$ cat src/rtl/ll_req_sequencer_pkg.sv
// Shared linked-list types: request/response opcodes, widths
// and the queued request entry.
package ll_req_sequencer_pkg;

  localparam int PTR_WD     = 4;
  localparam int WR_DATA_WD = 8;
  localparam int LL_TAG_WD  = 2;

  typedef enum logic [2:0] {
    ADD_HEAD,
    ADD_TAIL,
    INSERT_AT,
    DELETE_AT,
    READ_AT,
    RETURN_SIZE
  } t_req_types;

  typedef enum logic [1:0] {
    OK,
    DATA,
    SIZE,
    ERROR
  } t_resp_types;

  typedef struct packed {
    t_req_types            rtype;
    logic [PTR_WD-1:0]     pos;
    logic [WR_DATA_WD-1:0] data;
    logic [LL_TAG_WD-1:0]  tag;
  } t_req_entry;

endpackage

$ cat src/rtl/ll_req_fifo.sv
// Synchronous FIFO of request entries with full/empty/count.
// DEPTH must be a power of two so the pointers wrap naturally.
module ll_req_fifo
  import ll_req_sequencer_pkg::*;
#(
  parameter int DEPTH = 4,
  localparam int AW = $clog2(DEPTH),
  localparam int CW = AW + 1
) (
  input  logic          clk,
  input  logic          i_rst,
  input  logic          i_push,
  input  logic          i_pop,
  input  t_req_entry    i_wdata,
  output t_req_entry    o_rdata,
  output logic          o_full,
  output logic          o_empty,
  output logic [CW-1:0] o_count
);

  logic [AW-1:0] r_wr_ptr;
  logic [AW-1:0] r_rd_ptr;
  logic [CW-1:0] r_count;
  t_req_entry    r_mem [DEPTH];
  logic          w_push;
  logic          w_pop;

  assign o_full  = (r_count == CW'(DEPTH));
  assign o_empty = (r_count == '0);
  assign o_count = r_count;
  assign o_rdata = r_mem[r_rd_ptr];

  assign w_push = i_push & ~o_full;
  assign w_pop  = i_pop & ~o_empty;

  always_ff @(posedge clk) begin
    if (i_rst) begin
      r_wr_ptr <= '0;
      r_rd_ptr <= '0;
      r_count  <= '0;
    end else begin
      if (w_push) r_wr_ptr <= r_wr_ptr + AW'(1);
      if (w_pop)  r_rd_ptr <= r_rd_ptr + AW'(1);
      if (w_push & ~w_pop)
        r_count <= r_count + CW'(1);
      else if (w_pop & ~w_push)
        r_count <= r_count - CW'(1);
    end
  end

  always_ff @(posedge clk) begin
    if (w_push) r_mem[r_wr_ptr] <= i_wdata;
  end

endmodule

$ cat src/rtl/ll_req_sequencer.sv
// Host request queue: issues one request at a time to the
// list interface FSM and returns tagged responses to the host.
module ll_req_sequencer
  import ll_req_sequencer_pkg::*;
#(
  parameter int FIFO_DEPTH = 4,
  parameter int TAG_WD = LL_TAG_WD,
  localparam int CNT_WD = $clog2(FIFO_DEPTH) + 1
) (
  input  logic                  clk,
  input  logic                  reset_n,
  input  logic                  host_req_vld,
  output logic                  host_req_rdy,
  input  t_req_types            host_req_type,
  input  logic [PTR_WD-1:0]     host_req_pos,
  input  logic [WR_DATA_WD-1:0] host_req_data,
  output logic                  host_resp_vld,
  input  logic                  host_resp_rdy,
  output t_resp_types           host_resp_type,
  output logic [WR_DATA_WD-1:0] host_resp_data,
  output logic                  host_resp_data_vld,
  output logic [TAG_WD-1:0]     host_resp_tag,
  output logic                  req_vld,
  output t_req_types            req_type,
  output logic [PTR_WD-1:0]     req_pos,
  output logic [WR_DATA_WD-1:0] req_data,
  output logic                  resp_taken,
  input  logic                  intf_ready,
  input  logic                  resp_vld,
  input  t_resp_types           resp_type,
  input  logic [WR_DATA_WD-1:0] resp_data,
  input  logic                  resp_data_vld,
  output logic [CNT_WD-1:0]     fifo_count,
  output logic                  busy
);

  typedef enum logic [1:0] {
    S_IDLE,
    S_ISSUE,
    S_WAIT_RESP,
    S_SETTLE
  } t_state;

  t_state                r_state;
  t_state                w_next;
  logic [TAG_WD-1:0]     r_tag_cnt;
  logic [TAG_WD-1:0]     r_cur_tag;
  logic                  r_resp_vld;
  t_resp_types           r_resp_type;
  logic [WR_DATA_WD-1:0] r_resp_data;
  logic                  r_resp_dvld;
  logic [TAG_WD-1:0]     r_resp_tag;
  t_req_entry            w_head;
  t_req_entry            w_wentry;
  logic                  w_full;
  logic                  w_empty;
  logic                  w_push;
  logic                  w_pop;
  logic                  w_slot_free;

  assign host_req_rdy = ~w_full & ~reset_n;
  assign w_push       = host_req_vld & host_req_rdy;
  assign w_pop        = (r_state == S_ISSUE) & ~w_empty;
  assign w_slot_free  = ~r_resp_vld | host_resp_rdy;

  assign w_wentry.rtype = host_req_type;
  assign w_wentry.pos   = host_req_pos;
  assign w_wentry.data  = host_req_data;
  assign w_wentry.tag   = LL_TAG_WD'(r_tag_cnt);

  ll_req_fifo #(
    .DEPTH(FIFO_DEPTH)
  ) u_fifo (
    .clk     (clk),
    .i_rst   (reset_n),
    .i_push  (w_push),
    .i_pop   (w_pop),
    .i_wdata (w_wentry),
    .o_rdata (w_head),
    .o_full  (w_full),
    .o_empty (w_empty),
    .o_count (fifo_count)
  );

  always_comb begin
    w_next     = r_state;
    req_vld    = 1'b0;
    req_type   = t_req_types'('0);
    req_pos    = '0;
    req_data   = '0;
    resp_taken = 1'b0;
    unique case (r_state)
      S_IDLE: begin
        if (fifo_count != '0 && intf_ready)
          w_next = S_ISSUE;
      end
      S_ISSUE: begin
        req_vld  = 1'b1;
        req_type = w_head.rtype;
        req_pos  = w_head.pos;
        req_data = w_head.data;
        w_next   = S_WAIT_RESP;
      end
      S_WAIT_RESP: begin
        resp_taken = resp_vld & w_slot_free;
        if (resp_taken) w_next = S_SETTLE;
      end
      S_SETTLE: begin
        // interface resp_vld may still be high here
        if (intf_ready) w_next = S_IDLE;
      end
      default: w_next = S_IDLE;
    endcase
  end

  always_ff @(posedge clk) begin
    if (reset_n) begin
      r_state     <= S_IDLE;
      r_tag_cnt   <= '0;
      r_cur_tag   <= '0;
      r_resp_vld  <= 1'b0;
      r_resp_type <= ERROR;
      r_resp_data <= '0;
      r_resp_dvld <= 1'b0;
      r_resp_tag  <= '0;
    end else begin
      r_state <= w_next;
      if (w_push) r_tag_cnt <= r_tag_cnt + TAG_WD'(1);
      if (r_state == S_ISSUE)
        r_cur_tag <= TAG_WD'(w_head.tag);
      if (resp_taken) begin
        r_resp_vld  <= 1'b1;
        r_resp_type <= resp_type;
        r_resp_data <= resp_data;
        r_resp_dvld <= resp_data_vld;
        r_resp_tag  <= r_cur_tag;
      end else if (host_resp_rdy) begin
        r_resp_vld <= 1'b0;
      end
    end
  end

  assign host_resp_vld      = r_resp_vld;
  assign host_resp_type     = r_resp_type;
  assign host_resp_data     = r_resp_data;
  assign host_resp_data_vld = r_resp_dvld;
  assign host_resp_tag      = r_resp_tag;

  assign busy = (r_state != S_IDLE) | (fifo_count != '0);

endmodule

$ cat config.mk
export PLATFORM = sky130hd
export DESIGN_NAME = ll_req_sequencer
export DESIGN_NICKNAME = d
export VERILOG_FILES = /design/src/rtl/ll_req_sequencer_pkg.sv /design/src/rtl/ll_req_fifo.sv /design/src/rtl/ll_req_sequencer.sv
export SDC_FILE = /design/constraint.sdc
export NUM_CORES = 1
export LEC_CHECK = 0
export ABC_AREA = 1
export CAP_MARGIN = 20
export CORE_ASPECT_RATIO = 1.2
export CORE_MARGIN = 4
export CORE_UTILIZATION = 53
export DETAILED_ROUTE_END_ITERATION = 10
export PLACE_DENSITY = 0.77
export SYNTH_ARGS = -nofsm -noshare
export SYNTH_HDL_FRONTEND = slang
export SYNTH_SLANG_ARGS = --single-unit
$ cat constraint.sdc
create_clock -name clk -period 2.45 [get_ports clk]
set_clock_uncertainty 0.1 [all_clocks]
set_input_delay 0.3675 -clock clk [delete_from_list [all_inputs] [get_ports clk]]
set_output_delay 0.3675 -clock clk [all_outputs]
set_load 0.01 [all_outputs]
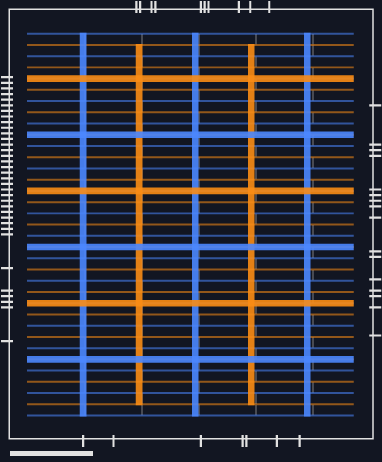
(images/floorplan.png)
Scale bar: 20 µm. Pins as bars on the die edge. Tap cells in gray.
Key: blue = VSS; orange = VDD
35 met1 rails follow the rows. 90 tap cells.
Worst VDD drop: 650 µV
Die X-Extent: 87.7 µm
Die H: 104 µm
core area: 7320 µm²

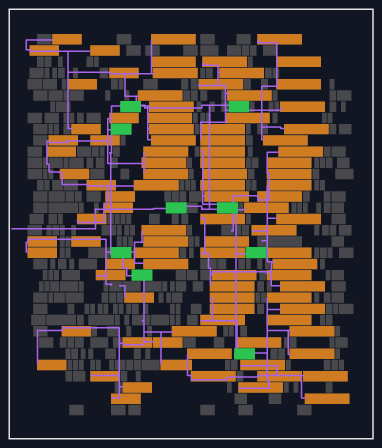
(images/clock_wires.png)
Key: orange = flip-flops [count 97]; green = clock-net drivers [count 9]; purple = clock wires [length 900 µm]
There are 10 routed clock nets.

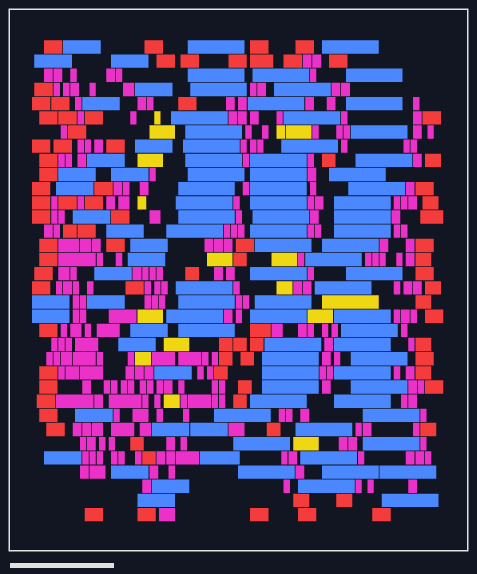
(images/class_map.png)
Scale bar: 20 µm.
Key: yellow = clock drivers and dummy loads [cells 16, share of their area 4.0%]; blue = registers [cells 97, share of their area 54%]; red = remaining buffers and delay cells [cells 83, share of their area 16%]; magenta = remaining logic cells [cells 261, share of their area 26%]
flop share of the area: 0.526
row count: 34

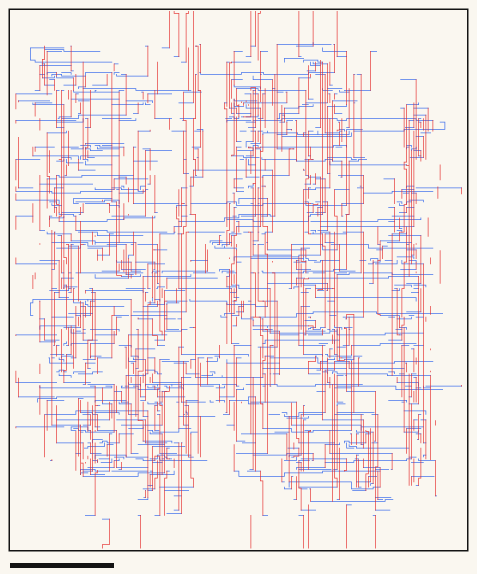
(images/layers.png)
Scale bar: 20 µm. Only two layers are drawn.
Key: red = M2 [wire length 3890 µm]; blue = M1 [wire length 3280 µm]

==> results.json <==
{
  "cts-root-buf": "clkbuf_8",
  "regArea_um2": 2620,
  "post_cts_resized": 15,
  "synth_area_um2": 4040,
  "placed_cell_area_um2": 4790,
  "layout.nonclk_buf_frac": 0.158,
  "tap_cells": 90,
  "drtIter0Drc": 164,
  "topCellsByArea": "edfxtp_1, dfxtp_1, nor2_1, o21ai_0, ha_1",
  "switchingPower_mw": 1.37,
  "outcome": "completed",
  "cts_buffers": 9,
  "hold_path_depth": 2,
  "hp-class": "reg -> reg",
  "comb-cell-share": 0.233,
  "critPathKind": "reg -> out",
  "max_freq_mhz": 426,
  "place.gp.congestion": 0.782,
  "period_minus_slack_ns": 2.35,
  "top_area_cell": "edfxtp_1",
  "p_clk_frac": 0.230,
  "pg_clk_uw": 996,
  "ys_async_sr_fraction": 0,
  "grt_use_met1": 0.219,
  "relSlewSlack": 0.813,
  "r2r-end": "u_fifo.o_count[2]$_SDFFE_PP0P_",
  "grt-ovfl-total": 0,
  "clk_transition_reported_paths_ns": 0.09,
  "setup_viol": 0,
  "p_per_area_nw_per_um2": 868,
  "finalNetCount": 495,
  "lay_top_cells": "nor2_1, edfxtp_1, clkdlybuf4s50_1",
  "antenna_found_initial": 0,
  "dpl.hpwl_um": 5300,
  "worst_pin_slew_ns": 0.281,
  "hold_buffers": 0,
  "tritoncts": "yes",
  "max_cap_violations": 0,
  "largest_register": "u_fifo.r_mem",
  "synth_nets": 417,
  "clkbuf_count": 9,
  "layout.cells.most_common": "nor2_1",
  "io_pins": 68,
  "p_leak_nw": 1.98,
  "total_power_mw": 4.33,
  "drv_slew": 0,
  "use_met2": 0.304,
  "seq_cells": 97,
  "p_seq_mw": 2.03,
  "dp.cells": 531,
  "vias": 2807,
  "synth-main-ff-cell": "edfxtp_1",
  "yosys_area_um2": 4040,
  "p_int_mw": 2.96,
  "grt_util_all_layers": 0.181,
  "multi_input_comb_cells": 235,
  "final_cells": 547,
  "wl_met3_um": 541,
  "yosys_warnings": 0,
  "grt.busiest_layer": "met2",
  "h-tree-depth": 3,
  "wl_per_cell_um": 14.3,
  "setup_tns_ns": 0,
  "warning_count": 33,
  "r2r_setup_slack_ns": 0.29,
  "post-synth-top-count-cell": "nor2_1",
  "worstHoldEndpoint": "host_resp_type[1]$_SDFFE_PP1P_",
  "synth_area_per_cell_um2": 10.8,
  "n_all_buffers": 83,
  "cp-end-kind": "output pin",
  "die_area_um2": 9090,
  "synth_seq_share": 0.649,
  "reg2regPathDepth": 11,
  "postLayoutCoreUtil": 0.682,
  "pwr-share-comb": 0.302,
  "comb_cell_power_mw": 1.31,
  "via_per_inst": 5.13,
  "ant_nets": 0,
  "drive_above_1_share": 0.105,
  "setup_ws_ns": 0.0999,
  "top_area_frac": 0.505,
  "largest_reg_flops": 68,
  "pre_cts_slack_ns": 0.107,
  "synthCells": 374,
  "use_met3": 0.0500,
  "mi_logic_area_um2": 1160,
  "p_seq_frac": 0.468,
  "clock_sinks": 97,
  "grt_pass1_vias": 2872,
  "area_growth_pct": 23.5,
  "cts.path.max_buffers": 2,
  "drt-met1-wl_um": 3280,
  "diodes": 0,
  "rsz0062_at_grt": "no",
  "fp_util": 0.552,
  "grt_pass1_wl_um": 13000,
  "synth-xor-area-share": 0.00650,
  "switching_share": 0.316,
  "worstHoldStart": "host_resp_type[1]$_SDFFE_PP1P_",
  "clk_share": 0.0389,
  "hold_viol_final": 0,
  "ys_sh_aoi": 0.0910,
  "whs_ns": 0.364,
  "edf_count": 68,
  "logic_family": "simple AND/OR/NAND/NOR gates",
  "top_layer": "met4",
  "drcViolationCount": 0,
  "post-route-period-util": 0.959,
  "fin_area_um2": 4990,
  "largest_class": "flip-flops and latches",
  "dr.pass1.iters": 4,
  "common_cells": "nor2_1, edfxtp_1, o21ai_0",
  "grt_max_degree": 32,
  "r2r-start": "r_state[1]$_SDFFE_PP0P_",
  "mux_share": 0,
  "crit_required_ns": 1.98,
  "power_leader": "sequential cells",
  "drt-total-wl_um": 7810,
  "ys_cells": 374,
  "fillerInstances": 561,
  "io_buffers": 67,
  "synth_cell_types": 26,
  "cp.arrival_ns": 1.88,
  "worstSkewPairLatency_ns": 0.35,
  "route.met2.wl_um": 3890,
  "cp-start-kind": "flip-flop",
  "synth_flop_count": 97,
  "inverters_excl_clock": 26,
  "cp_max_fo": 16,
  "synth-simple-area-share": 0.154,
  "yosys.area_share.adder": 0.0359
}
[how the worst max path moves through the flow]
stage	slack (ns)	cells past startpoint	start	endpoint
4_1_cts	0.05	6	flip-flop	req_data[7]
6_report	0.1	6	flip-flop	req_type[2]
3_5_place_dp	0.11	11	reset_n	u_fifo.o_count[2]$_SDFFE_PP0P_
5_1_grt	0.007	6	flip-flop	req_data[0]
2_1_floorplan	0.45	4	u_fifo.o_count[0]$_SDFFE_PP0P_	u_fifo.r_mem[0][0]$_DFFE_PP_
3_3_place_gp	0.17	11	reset_n	u_fifo.o_count[2]$_SDFFE_PP0P_
[critical path: stages, from the launching register on]
cell             delay [ns]
dfxtp_2                0.39
buf_6                  0.18
nor2_1                 0.06
nor2_1                 0.09
o21ai_0                0.09
a21oi_1                0.16
clkdlybuf4s50_1        0.55
Power and IR drop assume default switching activity.
